Figure 1. Cell outlines without signal wires.
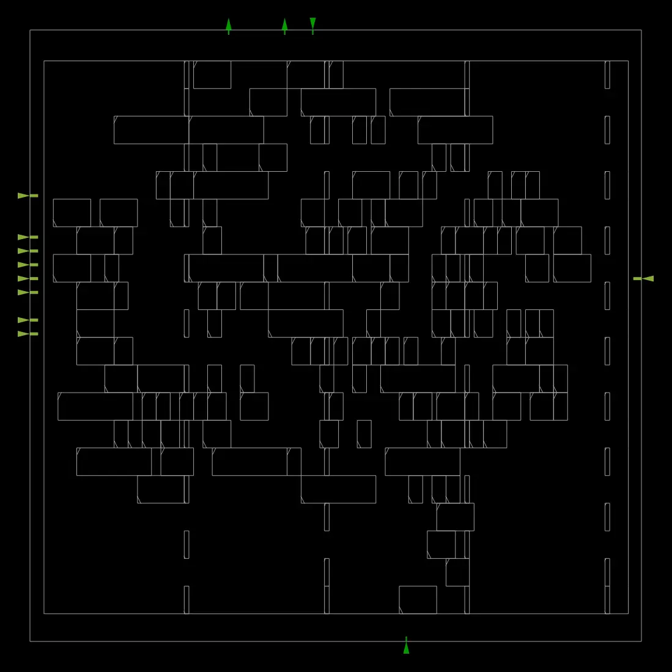
Figure 2. The metal 2 layer.
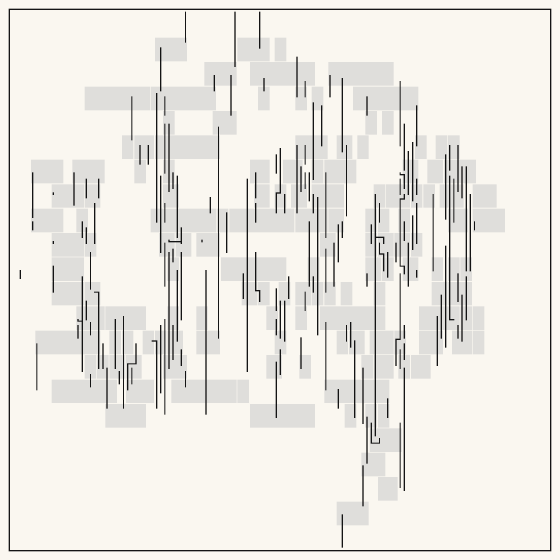
Figure 3. Placed cells, one colour a class.
Fill, decap, tap and diode cells in grey.
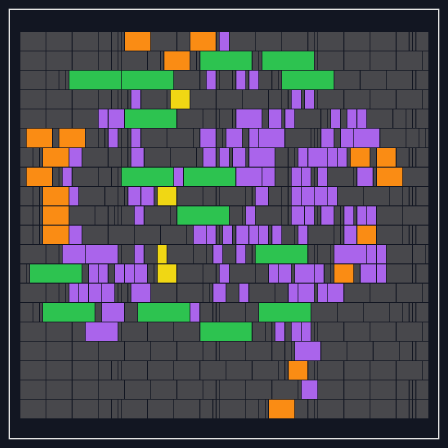
Figure 4. Signal wires on met3.
Scale bar: 20 um.
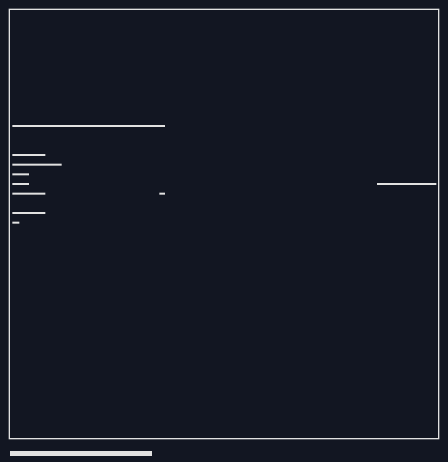
[src/rtl/vm_coffee_if.sv]
// Payment/supply inputs and dispense/fault outputs of the coffee vending controller.
interface vm_coffee_if;
  logic       C5;
  logic       C10;
  logic       NFC;
  logic [4:0] WATER;
  logic       BEANS;
  logic       COFFEE;
  logic       ERROR;

  modport master (output C5, C10, NFC, WATER, BEANS, input COFFEE, ERROR);
  modport slave  (input C5, C10, NFC, WATER, BEANS, output COFFEE, ERROR);
endinterface

[src/rtl/vm_coffee.sv]
// Coffee vending controller: collects coin/card payment, checks supply, then
// pulses COFFEE while dispensing or ERROR on a supply fault.
//
// state | meaning
// IDLE  | accumulating coin credit, waiting for full payment or card
// CHECK | one cycle: sample WATER/BEANS, clear credit
// BREW  | COFFEE high for BREW_CYCLES cycles
// ERR   | ERROR high for ERROR_CYCLES cycles, credit forfeited
module vm_coffee #(
  parameter int unsigned PRICE        = 10,
  parameter int unsigned WATER_MIN    = 5,
  parameter int unsigned BREW_CYCLES  = 4,
  parameter int unsigned ERROR_CYCLES = 2
) (
  input  logic        clk,
  input  logic        rst,
  vm_coffee_if.slave  bus
);

  typedef enum logic [1:0] {IDLE, CHECK, BREW, ERR} state_t;

  localparam logic [4:0] PRICE_W     = 5'(PRICE);
  localparam logic [4:0] WATER_MIN_W = 5'(WATER_MIN);
  localparam logic [2:0] BREW_LOAD   = 3'(BREW_CYCLES - 1);
  localparam logic [2:0] ERR_LOAD    = 3'(ERROR_CYCLES - 1);

  state_t     state_q, state_d;
  logic [4:0] credit_q, credit_d;
  logic [2:0] tmr_q, tmr_d;
  logic       prev_c5, prev_c10, prev_nfc;
  logic       coffee_q, coffee_d;
  logic       error_q, error_d;

  logic       ev_c5, ev_c10, ev_nfc;
  logic [4:0] credit_sum;
  logic       supply_ok;

  assign ev_c5      = bus.C5  & ~prev_c5;
  assign ev_c10     = bus.C10 & ~prev_c10;
  assign ev_nfc     = bus.NFC & ~prev_nfc;
  assign credit_sum = credit_q + (ev_c5 ? 5'd5 : 5'd0) + (ev_c10 ? 5'd10 : 5'd0);
  assign supply_ok  = (bus.WATER >= WATER_MIN_W) & bus.BEANS;

  // Edge registers track the inputs in every state so held levels never re-trigger.
  always_ff @(posedge clk) begin
    if (rst) begin
      state_q  <= IDLE;
      credit_q <= '0;
      tmr_q    <= '0;
      prev_c5  <= 1'b0;
      prev_c10 <= 1'b0;
      prev_nfc <= 1'b0;
      coffee_q <= 1'b0;
      error_q  <= 1'b0;
    end else begin
      state_q  <= state_d;
      credit_q <= credit_d;
      tmr_q    <= tmr_d;
      prev_c5  <= bus.C5;
      prev_c10 <= bus.C10;
      prev_nfc <= bus.NFC;
      coffee_q <= coffee_d;
      error_q  <= error_d;
    end
  end

  always_comb begin
    state_d  = state_q;
    credit_d = credit_q;
    tmr_d    = tmr_q;
    unique case (state_q)
      IDLE: begin
        credit_d = credit_sum;
        if ((credit_sum >= PRICE_W) || ev_nfc) state_d = CHECK;
      end
      CHECK: begin
        credit_d = '0;
        if (supply_ok) begin
          state_d = BREW;
          tmr_d   = BREW_LOAD;
        end else begin
          state_d = ERR;
          tmr_d   = ERR_LOAD;
        end
      end
      BREW, ERR: begin
        if (tmr_q == 3'd0) state_d = IDLE;
        else               tmr_d   = tmr_q - 3'd1;
      end
      default: state_d = IDLE;
    endcase
  end

  // Outputs decoded from the next state and registered, so they align with the state.
  always_comb begin
    coffee_d = (state_d == BREW);
    error_d  = (state_d == ERR);
  end

  assign bus.COFFEE = coffee_q;
  assign bus.ERROR  = error_q;

endmodule

[src/flat_wrapper.sv]
// flat-port wrapper written by rule: the top's interface ports become plain ports
module vm_coffee_flat 
#(
  parameter int unsigned PRICE        = 10,
  parameter int unsigned WATER_MIN    = 5,
  parameter int unsigned BREW_CYCLES  = 4,
  parameter int unsigned ERROR_CYCLES = 2
)
  (clk, rst, bus_C5, bus_C10, bus_NFC, bus_WATER, bus_BEANS, bus_COFFEE, bus_ERROR);
  vm_coffee_if bus_i ();
  input  logic clk;
  input  logic rst;
  input wire logic [$bits(bus_i.C5)-1:0] bus_C5;
  input wire logic [$bits(bus_i.C10)-1:0] bus_C10;
  input wire logic [$bits(bus_i.NFC)-1:0] bus_NFC;
  input wire logic [$bits(bus_i.WATER)-1:0] bus_WATER;
  input wire logic [$bits(bus_i.BEANS)-1:0] bus_BEANS;
  output wire logic [$bits(bus_i.COFFEE)-1:0] bus_COFFEE;
  output wire logic [$bits(bus_i.ERROR)-1:0] bus_ERROR;
  assign bus_i.C5 = bus_C5;
  assign bus_i.C10 = bus_C10;
  assign bus_i.NFC = bus_NFC;
  assign bus_i.WATER = bus_WATER;
  assign bus_i.BEANS = bus_BEANS;
  assign bus_COFFEE = bus_i.COFFEE;
  assign bus_ERROR = bus_i.ERROR;
  vm_coffee #(.PRICE(PRICE), .WATER_MIN(WATER_MIN), .BREW_CYCLES(BREW_CYCLES), .ERROR_CYCLES(ERROR_CYCLES)) u_core (.clk(clk), .rst(rst), .bus(bus_i));
endmodule
[config.mk]
export PLATFORM = sky130hd
export DESIGN_NAME = vm_coffee_flat
export DESIGN_NICKNAME = d
export VERILOG_FILES = /design/src/rtl/vm_coffee_if.sv /design/src/rtl/vm_coffee.sv /design/src/flat_wrapper.sv
export SDC_FILE = /design/constraint.sdc
export NUM_CORES = 1
export LEC_CHECK = 0
export ABC_AREA = 1
export CORE_UTILIZATION = 25
export CTS_CLUSTER_DIAMETER = 120
export DETAILED_ROUTE_END_ITERATION = 10
export HOLD_SLACK_MARGIN = 0.06
export PLACE_DENSITY = 0.49
export SYNTH_ARGS = -nofsm -noshare
export SYNTH_HDL_FRONTEND = slang
export SYNTH_SLANG_ARGS = --single-unit
[constraint.sdc]
create_clock -name clk -period 2.1 [get_ports clk]
set_input_delay 0.42 -clock clk [delete_from_list [all_inputs] [get_ports clk]]
set_output_delay 0.42 -clock clk [all_outputs]
set_load 0.03 [all_outputs]
==> results.cfg <==
; synthesis and place-and-route metrics
[finish]
sh_comb_area_pct = 41.51
final_cell_mix = inv_1 (24), nand2_1 (24), dfxtp_1 (15)
nets = 158
ff_count = 15
n_antenna_cell = 0
largest_register_ff_count = 5
fillCellCount = 366
dominant-cell-class = combinational gates
clock_cell_area_share_pct = 2.442
buffers = 17
comb.multi_input.count = 83
reg.largest.list = u_core.credit_q (5), u_core.tmr_q (3), u_core.state_q (2)
num-nonclk-inverters = 24
seq_area_sq_um = 300.3
comb_area_sq_um = 446.7

[synthesis]
top_area_share_pct = 35.50
ys_sh_aoi_pct = 8.728
top_area_cell = dfxtp_1
fp_nets = 138
mux_share_pct = 0
ys_cells = 124
synthCells = 124
yosys_warnings = 0
numSynthFlops = 15
synthDistinctLibCells = 20
synth.comb.largest_family = simple AND/OR/NAND/NOR gates

[clocking]
cts.path.max_buffers = 2
clock.latency.late_pin_ns = 0.27
cts_resized = 0
numCtsBuffers = 3
clk_pin_slew_ns = 0.08
cts_tree = built
cts_hold_buf = 0
cts_max_level = 1

[placement]
place_congestion = 0.7825
pre_cts_slack_ns = -0.02179
dpl.hpwl_mm = 1.292
place_inst = 183

[power]
seqPwrFrac_pct = 38.2
maxPowerGroup = combinational cells
p_sw_share_pct = 41.57
combPwrFrac_pct = 47.8
power.density_nw_per_um2 = 1039
p_leak_uw = 0.0004998
clkPwrFrac_pct = 14.0

[critical_path]
crit_type = primary input to flop
rr_endpoint = u_core.bus.COFFEE
crit_path_cell_trace = clkdlybuf4s50_1 -> nand2_2 -> nand2_1 -> nand2_1 -> inv_1 -> ha_1 -> inv_1 -> nand2_2 -> nand3_1 -> nand2_1 -> nand3_2 -> nand2_2 -> nand3_2 -> nand2_2 -> nand2_1 -> nor2_2
ff2ff_setup_slack_ns = 0.54
reg2reg_depth = 16
critical_path.slowest_cell = clkdlybuf4s50_1
setup.worst_path.start = bus_C10
crit_fanout = 4
crit_path_end_kind = flop
worst_ep_required_time_ns = 2.32

[job]
warning_count = 27
cap_violations = 0

[sta]
slew_headroom_pct = 66.47
hold_violations = 0
rsz0062_at_grt = false
min_period_ns = 1.829
tightest_slew_ns = 0.5014
fin_crit_sh_pct = 87.12

[floorplan]
die_x_um = 60.17
fp_util_pct = 27.04
chip_area_sq_um = 3620
tapCellCount = 44

[hold_path]
hold_path_class = flop to flop
min-delay-start = u_core.credit_q[0]
min_to = u_core.credit_q[0]
worstHoldPathCells = 2

[detailed_routing]
drt-initial-drc-count = 14
dr_wl_met3_um = 54
routed_via_density = 4.160
wl_met1_um = 769
dr_wl_met2_um = 762
ant_nets = 0

[global_route]
grt_pass1_wl_mm = 2.794
top_usage_layer = met2
met1_usage_pct = 12.52
grt_pass1_vias = 700
grt_max_degree = 15

[run_status]
status = finished clean
Notes on Figure 1 above:
sequential share of cell area: 27.91%
num rows: 20

Notes on Figure 2 above:
wire length on this layer: 762 um
longest straight run: 26.9 um
nets with wire on the layer: 120
main direction: vertical
met2 Resource Use GR: 17.27%
Via Count: 778

Notes on Figure 3 above:
| class | colour | cells |
|---|---|---|
| remaining buffers and delay cells | orange | 17 |
| registers | green | 15 |
| clock drivers and dummy loads | yellow | 4 |
| remaining logic cells | purple | 107 |
cell area after layout: 1076 sq um
post-layout util: 34.40%
core area: 3128 sq um

Notes on Figure 4 above:
main direction: horizontal
nets with wire on the layer: 9
longest straight run: 21.2 um
wire length on this layer: 54.0 um
share of all routed wire: 3.4%
met3 Usage GRT: 2.165%
Post-Route WL: 1.594 mm

